**src/rtl/serial_adder_ctrl.sv**
```systemverilog
// Bit-serial add sequencer around an external single-bit full adder, LSB first.
// Optional signed-overflow flag is built only when SERIAL_ADDER_OVF_EN is defined.
module serial_adder_ctrl #(
  parameter int WIDTH = 8
) (
  input  logic             clk,
  input  logic             rst_n,
  input  logic             start,
  input  logic [WIDTH-1:0] a_in,
  input  logic [WIDTH-1:0] b_in,
  input  logic             c_in,
  output logic             fa_a,
  output logic             fa_b,
  output logic             fa_cin,
  input  logic             fa_sum,
  input  logic             fa_cout,
  output logic             busy,
  output logic             done,
  output logic [WIDTH-1:0] sum,
  output logic             c_out,
  output logic             ovf
);

  localparam int CW = (WIDTH > 1) ? $clog2(WIDTH) : 1;
  localparam logic [CW-1:0] LAST_BIT = CW'(WIDTH - 1);

  typedef enum logic [1:0] {
    S_IDLE = 2'd0,
    S_RUN  = 2'd1,
    S_DONE = 2'd2
  } state_t;

  state_t           r_state;
  logic [WIDTH-1:0] r_a_sh;
  logic [WIDTH-1:0] r_b_sh;
  logic [WIDTH-1:0] r_sum_sh;
  logic             r_carry;
  logic [CW-1:0]    r_cnt;
  logic             r_busy;
  logic             r_done;
  logic [WIDTH-1:0] r_sum;
  logic             r_c_out;
  logic             w_run;
  logic [WIDTH-1:0] w_sum_next;

  assign w_run = (r_state == S_RUN);

  // New sum bit enters at the MSB; after WIDTH shifts bit 0 sits at the LSB.
  assign w_sum_next = (r_sum_sh >> 1) | {fa_sum, {(WIDTH-1){1'b0}}};

  assign fa_a   = w_run ? r_a_sh[0] : 1'b0;
  assign fa_b   = w_run ? r_b_sh[0] : 1'b0;
  assign fa_cin = w_run ? r_carry   : 1'b0;

  assign busy  = r_busy;
  assign done  = r_done;
  assign sum   = r_sum;
  assign c_out = r_c_out;

`ifdef SERIAL_ADDER_OVF_EN
  logic r_ovf;
  assign ovf = r_ovf;
`else
  assign ovf = 1'b0;
`endif

  // Sequencer FSM with operand shifters, carry feedback and result registers.
  always_ff @(posedge clk or negedge rst_n) begin
    if (!rst_n) begin
      r_state  <= S_IDLE;
      r_a_sh   <= {WIDTH{1'b0}};
      r_b_sh   <= {WIDTH{1'b0}};
      r_sum_sh <= {WIDTH{1'b0}};
      r_carry  <= 1'b0;
      r_cnt    <= {CW{1'b0}};
      r_busy   <= 1'b0;
      r_done   <= 1'b0;
      r_sum    <= {WIDTH{1'b0}};
      r_c_out  <= 1'b0;
`ifdef SERIAL_ADDER_OVF_EN
      r_ovf    <= 1'b0;
`endif
    end else begin
      case (r_state)
        S_IDLE: begin
          r_done <= 1'b0;
          if (start) begin
            r_a_sh  <= a_in;
            r_b_sh  <= b_in;
            r_carry <= c_in;
            r_cnt   <= {CW{1'b0}};
            r_busy  <= 1'b1;
            r_state <= S_RUN;
          end else begin
            r_state <= S_IDLE;
          end
        end
        S_RUN: begin
          r_sum_sh <= w_sum_next;
          r_carry  <= fa_cout;
          r_a_sh   <= r_a_sh >> 1;
          r_b_sh   <= r_b_sh >> 1;
          if (r_cnt == LAST_BIT) begin
            r_sum   <= w_sum_next;
            r_c_out <= fa_cout;
`ifdef SERIAL_ADDER_OVF_EN
            // r_carry here is the carry into the MSB position.
            r_ovf   <= r_carry ^ fa_cout;
`endif
            r_busy  <= 1'b0;
            r_done  <= 1'b1;
            r_state <= S_DONE;
          end else begin
            r_cnt   <= r_cnt + {{(CW-1){1'b0}}, 1'b1};
            r_state <= S_RUN;
          end
        end
        S_DONE: begin
          r_done  <= 1'b0;
          r_state <= S_IDLE;
        end
        default: begin
          r_busy  <= 1'b0;
          r_done  <= 1'b0;
          r_state <= S_IDLE;
        end
      endcase
    end
  end

endmodule
```
**config.mk**
```make
export PLATFORM = sky130hd
export DESIGN_NAME = serial_adder_ctrl
export DESIGN_NICKNAME = d
export VERILOG_FILES = /design/src/rtl/serial_adder_ctrl.sv
export SDC_FILE = /design/constraint.sdc
export NUM_CORES = 1
export LEC_CHECK = 0
export ABC_AREA = 1
export CAP_MARGIN = 20
export CELL_PAD_IN_SITES_DETAIL_PLACEMENT = 1
export CELL_PAD_IN_SITES_GLOBAL_PLACEMENT = 2
export CORE_MARGIN = 4
export CORE_UTILIZATION = 31
export CTS_BUF_LIST = sky130_fd_sc_hd__clkbuf_2
export CTS_CLUSTER_DIAMETER = 40
export DETAILED_ROUTE_END_ITERATION = 10
export PLACE_DENSITY = 0.84
export SYNTH_ARGS = -nofsm -noshare
export SYNTH_HDL_FRONTEND = slang
export SYNTH_SLANG_ARGS = --single-unit
```
**constraint.sdc**
```tcl
create_clock -name clk -period 1.7 [get_ports clk]
set_input_delay 0.34 -clock clk [delete_from_list [all_inputs] [get_ports clk]]
set_output_delay 0.34 -clock clk [all_outputs]
set_load 0.01 [all_outputs]
```
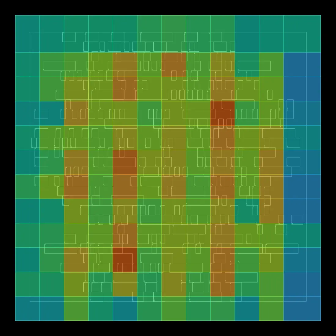
(images/congestion.png)
GR Layer Usage met1: 0.170
met3 Track Usage GR: 0.0219

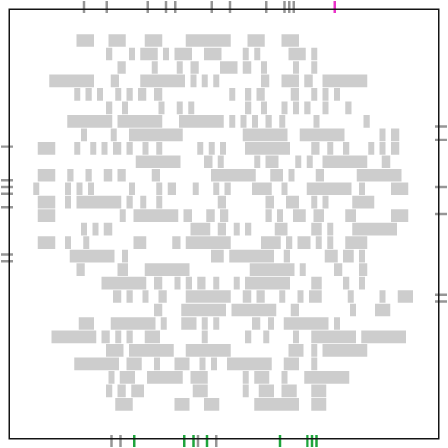
(images/io_placement.png)
Pins as bars across the die edge, other pins in grey.
[sum] green | pins: 8 | direction: output | edge: south
[clk] magenta | pins: 1 | direction: input | edge: north
Port Buffers: 35
die width: 86.4 um
die height: 86.4 um

==> flow_summary.json <==
{
  "outcome": "finished clean",
  "synthAdderAreaFrac": 0.0131,
  "maxCapViolCount": 0,
  "hold_class": "primary input to async pin",
  "required_ns": 1.36,
  "sh_comb_area": 0.285,
  "ys_sh_xor": 0,
  "power_leader": "combinational cells",
  "layout.nonclk_buf_frac": 0.175,
  "logic_area_sq_um": 687,
  "r2r_end": "r_cnt[1]",
  "cts_resized": 23,
  "drive_gt1_frac": 0.136,
  "finalNonFillerCells": 355,
  "endpoint": "fa_b",
  "switching_power_w": 0.00161,
  "crit_type": "register to primary output",
  "fin_setup_tns_ns": 0,
  "seq_share": 0.415,
  "syn_inst": 235,
  "critPathMaxStageDelay_ns": 0.44,
  "drt_iter0_markers": 51,
  "routed.top_layer": "met4",
  "layout_top_cells": "nand2_1, dfrtp_1, inv_1",
  "power.density_nw_per_um2": 1650,
  "tightest_slew_ns": 0.507,
  "ys.flop_type": "dfrtp_1",
  "warning_count": 27,
  "synth_top_cell_by_count": "nand2_1",
  "worstSetupEndpointType": "primary output",
  "slew_viol_final": 0,
  "period_used_share": 0.934,
  "place.gp.congestion": 0.713,
  "worstPathCellList": "inv_2 > nand2_4 > nor2_1 > buf_2",
  "fin_crit_ns": 1.59,
  "syn_area_sq_um": 1910,
  "aoi_share": 0.0584,
  "cts_tree": "built",
  "crit_family": "flip-flops",
  "cts.reportedPaths.clkPinSlew_ns": 0.24,
  "htreeDepth": 2,
  "ioPinCount": 37,
  "vias": 1555,
  "chipArea_sq_um": 7460,
  "wl_met2_um": 2040,
  "powerSeq_w": 0.00159,
  "grt_pass1_wl_um": 7620,
  "design_power_total_w": 0.00397,
  "p_seq_frac": 0.402,
  "drtPass1Iterations": 4
}
